<file path="config.mk">
export PLATFORM = sky130hd
export DESIGN_NAME = frame_mem_arbiter
export DESIGN_NICKNAME = d
export VERILOG_FILES = /design/src/rtl/frame_mem_arbiter.sv
export SDC_FILE = /design/constraint.sdc
export NUM_CORES = 1
export LEC_CHECK = 0
export CORE_MARGIN = 2
export CORE_UTILIZATION = 45
export CTS_CLUSTER_SIZE = 12
export DETAILED_ROUTE_END_ITERATION = 8
export PLACE_DENSITY = 0.7
export SLEW_MARGIN = 20
export SYNTH_ARGS = -nofsm -noshare
export SYNTH_HDL_FRONTEND = slang
export SYNTH_SLANG_ARGS = --single-unit
export TNS_END_PERCENT = 20
</file>
<file path="constraint.sdc">
create_clock -name clk -period 3.8 [get_ports clk]
set_input_delay 0.57 -clock clk [delete_from_list [all_inputs] [get_ports clk]]
set_output_delay 0.57 -clock clk [all_outputs]
set_load 0.05 [all_outputs]
</file>
<file path="src/rtl/frame_mem_arbiter.sv">
// Frame memory arbiter. The display reader always wins the memory port, and camera writes
// wait in a small FIFO that drains into memory on cycles with no read request.
module frame_mem_arbiter #(
  parameter int ADDR_W  = 19,
  parameter int DATA_W  = 12,
  parameter int FIFO_AW = 4,
  parameter int RD_LAT  = 1
) (
  input  logic                clk,
  input  logic                rstn,
  input  logic                Rd_Req,
  input  logic [ADDR_W-1:0]   Rd_Add,
  output logic [DATA_W-1:0]   Rd_Data,
  output logic                Rd_Valid,
  input  logic                Wr_Req,
  input  logic [ADDR_W-1:0]   Wr_Add,
  input  logic [DATA_W-1:0]   Wr_Data,
  output logic                Wr_Full,
  output logic                Wr_Overflow,
  input  logic                Ovf_Clr,
  output logic [FIFO_AW:0]    Fifo_Level,
  output logic                Mem_En,
  output logic                Mem_We,
  output logic [ADDR_W-1:0]   Mem_Add,
  output logic [DATA_W-1:0]   Mem_WData,
  input  logic [DATA_W-1:0]   Mem_RData
);

  localparam int DEPTH = 1 << FIFO_AW;
  localparam int ENT_W = ADDR_W + DATA_W;
  localparam logic [FIFO_AW:0] C_DEPTH = {1'b1, {FIFO_AW{1'b0}}};

  logic [ENT_W-1:0]  r_fifo [DEPTH];
  logic [FIFO_AW:0]  r_wrPtr;
  logic [FIFO_AW:0]  r_rdPtr;
  logic              r_full;
  logic              r_ovf;
  logic              r_memEn;
  logic              r_memWe;
  logic [ADDR_W-1:0] r_memAdd;
  logic [DATA_W-1:0] r_memWData;
  logic [RD_LAT:0]   r_rdPipe;

  logic              w_push;
  logic              w_pop;
  logic [FIFO_AW:0]  w_level;
  logic [FIFO_AW:0]  w_levelNext;
  logic [ENT_W-1:0]  w_head;

  // Pop is decided on start-of-cycle occupancy, so a word pushed this cycle cannot bypass.
  assign w_level     = r_wrPtr - r_rdPtr;
  assign w_push      = Wr_Req & ~r_full;
  assign w_pop       = ~Rd_Req & (w_level != '0);
  assign w_levelNext = w_level + {{FIFO_AW{1'b0}}, w_push} - {{FIFO_AW{1'b0}}, w_pop};
  assign w_head      = r_fifo[r_rdPtr[FIFO_AW-1:0]];

  always_ff @(posedge clk) begin
    if (w_push) begin
      r_fifo[r_wrPtr[FIFO_AW-1:0]] <= {Wr_Add, Wr_Data};
    end
  end

  always_ff @(posedge clk) begin
    if (!rstn) begin
      r_wrPtr <= '0;
      r_rdPtr <= '0;
      r_full  <= 1'b0;
      r_ovf   <= 1'b0;
    end else begin
      if (w_push) r_wrPtr <= r_wrPtr + 1'b1;
      if (w_pop)  r_rdPtr <= r_rdPtr + 1'b1;
      r_full <= (w_levelNext == C_DEPTH);
      // A drop in the same cycle as a clear keeps the flag set.
      if (Wr_Req && r_full) r_ovf <= 1'b1;
      else if (Ovf_Clr)     r_ovf <= 1'b0;
    end
  end

  always_ff @(posedge clk) begin
    if (!rstn) begin
      r_memEn    <= 1'b0;
      r_memWe    <= 1'b0;
      r_memAdd   <= '0;
      r_memWData <= '0;
      r_rdPipe   <= '0;
    end else begin
      r_rdPipe <= {r_rdPipe[RD_LAT-1:0], Rd_Req};
      if (Rd_Req) begin
        r_memEn  <= 1'b1;
        r_memWe  <= 1'b0;
        r_memAdd <= Rd_Add;
      end else if (w_pop) begin
        r_memEn    <= 1'b1;
        r_memWe    <= 1'b1;
        r_memAdd   <= w_head[ENT_W-1:DATA_W];
        r_memWData <= w_head[DATA_W-1:0];
      end else begin
        r_memEn <= 1'b0;
        r_memWe <= 1'b0;
      end
    end
  end

  assign Rd_Valid    = r_rdPipe[RD_LAT];
  assign Rd_Data     = r_rdPipe[RD_LAT] ? Mem_RData : '0;
  assign Wr_Full     = r_full;
  assign Wr_Overflow = r_ovf;
  assign Fifo_Level  = w_level;
  assign Mem_En      = r_memEn;
  assign Mem_We      = r_memWe;
  assign Mem_Add     = r_memAdd;
  assign Mem_WData   = r_memWData;

endmodule
</file>
**Run 1: local utilization**

22 x 22 tiles, from white (low) to dark blue (high), 0 to 100% covered.
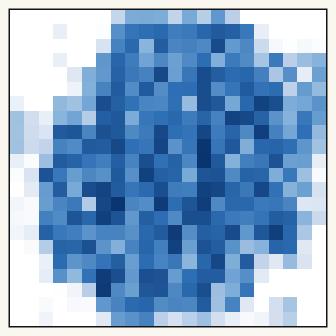
mean over tiles	50%
fullest tile	99%
tiles over 75% full	28%
emptiest ninth of the die	north-west
nearly empty tiles	17%
Core ar.: 0.04626 sq mm
fp_density: 45.32%
final core occ: 54.04%

**Run 1: cell outlines without signal wires**

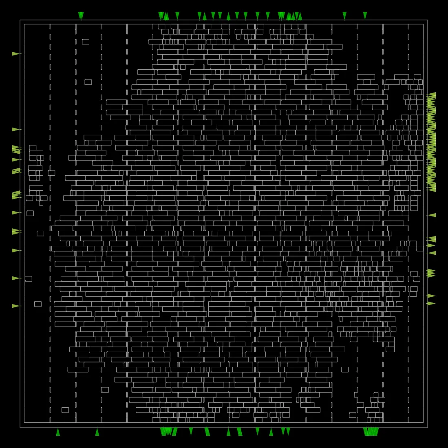
Tap Count: 607
Filler Cell Count: 3,526
site row count: 79

**Run 1: met3 routing**

Scale bar: 50 microns.
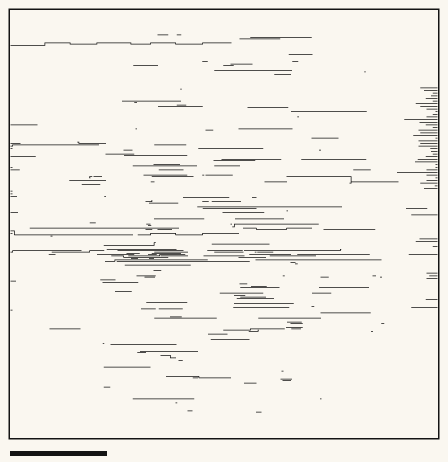
wire length on this layer	3,320 microns
main direction	horizontal
nets with wire on the layer	140
longest straight run	76.4 microns
share of all routed wire	7.2%

==> results.ini, run 1 <==
[cells_and_area]
comb_cells = 407
final_cell_mix = edfxtp_1 (496), mux4_2 (123), clkdlybuf4s50_1 (117), a21oi_1 (58), clkbuf_16 (56)
inverters = 17
clock_area_share_pct = 6.566
regArea_sq_mm = 0.01593
fin_nets = 1287
largest_reg_flops = 496
signal_buffer_area_fraction_pct = 6.857
sh_comb_area_pct = 19.56
largest_cell_class = registers

[sta]
clock_skew_ps = 26.06
slew_headroom_pct = 24.59
setup_viol = 0
holdWs_ps = 434.8
rsz0062_at_grt = true

[pwr]
p_comb_mw = 4.53
power-top-group = sequential cells
p_sw_share_pct = 29.25
power_clock_mw = 4.95
power_mw = 16.73
combPwrFrac_pct = 27.1

[detailed_routing]
drt-initial-drc-count = 993
highest_layer = met5
dr.pass1.iters = 5
wl_met2_microns = 22640
wl_microns = 45970

[synthesis]
synth.area.mux_share_pct = 13.46
synthDistinctLibCells = 47
yosys.stat.seqShare_pct = 75.91
postSynthCellCount = 1032
ys_sh_xor_pct = 0.7579
synth_top_cell_by_area = edfxtp_1
synth-adder-area-share_pct = 1.086
synth_top_area_share_pct = 71.04
ys_ff = 547
synthesis.nets = 1116
synth_warnings = 0
ys_area_sq_mm = 0.02097
ys_sh_aoi_pct = 4.947
yosys-stat-cells = 1032

[worst_hold_path]
whs_endpoint = r_rdPipe[1]
worstHoldPathCells = 1
hp-start = r_rdPipe[0]

[outcome]
status = complete, no violations

[floorplan]
die_h_microns = 219.8
die_x_microns = 219.8

[setup_path]
crit_path_end_kind = flip-flop
required_ps = 4320
cp_slowest_stage_delay_ps = 370
critPathMaxFanout = 3
worstSetupPathType = flip-flop to flip-flop
cp_top_family = adder cells
r2r_slack_ps = 90

[flow_run]
warning_count = 31
maxCapViolations = 0

[clock_network]
clockBufferDepth = 3
insertion_delay_ps = 610
numCtsBuffers = 55
htreeDepth = 2
cts.sinks = 547

[grt]
grt_overflow_total = 0
grt_pass1_wl_microns = 67630
antenna_found_initial = 2

[place]
portBuffers = 119
dp_hpwl_microns = 25610

--- run 2 (diff from run 1) ---
--- a/config.mk
+++ b/config.mk
@@ -10,7 +10,6 @@
 export CTS_CLUSTER_SIZE = 12
 export DETAILED_ROUTE_END_ITERATION = 8
 export PLACE_DENSITY = 0.7
-export SLEW_MARGIN = 20
 export SYNTH_ARGS = -nofsm -noshare
 export SYNTH_HDL_FRONTEND = slang
 export SYNTH_SLANG_ARGS = --single-unit
**Run 2: met3 routing**

Scale bar: 50 microns.
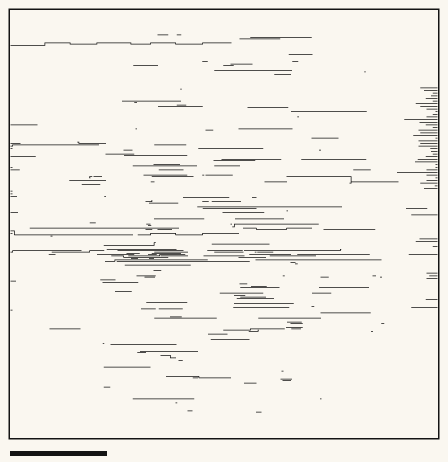
main direction	horizontal
share of all routed wire	7.2%
wire length on this layer	3,320 microns
routed vias: 10,590
met3 usage: 3.768%
DRT Wirelength: 45,970 microns

**Run 2: sequential cells grouped by signal name**

Scale bar: 50 microns. Other sequential cells in the stronger gray, the rest of the logic in the fainter gray.
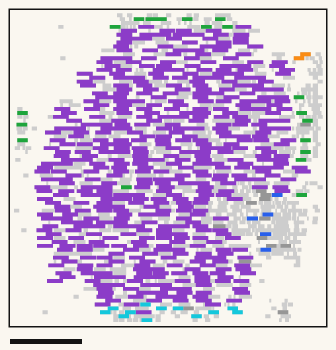
signal	color	sequential cells
`r_wrPtr`	blue	5
`Mem_WData`	cyan	12
`r_rdPipe`	orange	2
`r_fifo`	purple	496
`Mem_Add`	green	19
not colored	13

==> run 2 against run 1 <==
  * Hold slack did not move
  * Final area did not move
  * Wire length did not move
  * Setup slack did not move
  * Combinational power barely moved
  * Maximum frequency did not move
  * Sequential power barely moved
  * Critical endpoint unchanged
==> results.ini, run 2 <==
[sta]
clock_skew_ps = 26.06
holdWs_ps = 434.8
setup_viol = 0
rsz0062_at_grt = true
slew_headroom_pct = 24.59

[pwr]
power-top-group = sequential cells
power_clock_mw = 4.95
combPwrFrac_pct = 27.1
p_sw_share_pct = 29.25
power_mw = 16.73

[synthesis]
ys_sh_aoi_pct = 4.947
ys_sh_xor_pct = 0.7579
synthesis.nets = 1116
yosys-stat-cells = 1032
postSynthCellCount = 1032
synth_top_area_share_pct = 71.04
ys_ff = 547
synth_warnings = 0
synthDistinctLibCells = 47

[floorplan]
fp.coreArea_sq_mm = 0.04626
tap_cells = 607
die_h_microns = 219.8

[grt]
grt_pass1_wl_microns = 67630
grt_overflow_total = 0

[place]
dp_hpwl_microns = 25610
portBuffers = 119

[setup_path]
critPathMaxFanout = 3
cp_slowest_stage_delay_ps = 370
cp_top_family = adder cells
crit_path_end_kind = flip-flop

[cells_and_area]
largest_cell_class = registers
clock_area_share_pct = 6.566
signal_buffer_area_fraction_pct = 6.857
final_util_pct = 54.04
inverters = 17
final_cell_mix = edfxtp_1 (496), mux4_2 (123), clkdlybuf4s50_1 (117), a21oi_1 (58), clkbuf_16 (56)

[worst_hold_path]
whs_endpoint = r_rdPipe[1]
hp-start = r_rdPipe[0]
worstHoldPathCells = 1

[flow_run]
warning_count = 31

[clock_network]
insertion_delay_ps = 610

[outcome]
status = complete, no violations

**Run 2: cell classes on the final placement**

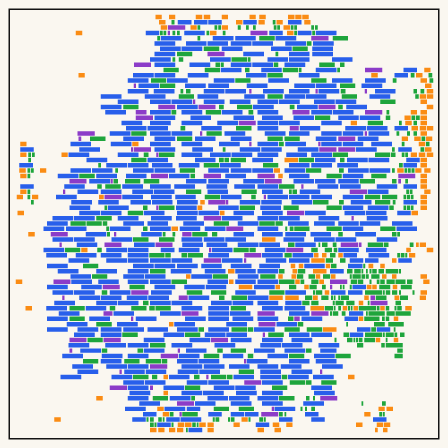
class	color	cells	share of their area
other buffers and delay cells	orange	175	7.1%
clock drivers and dummy loads	purple	102	6.8%
flops	blue	547	66%
combinational and other logic	green	424	20%
flop share of the area: 63.71%
design area: 0.02500 sq mm

Power and IR drop assume default switching activity.
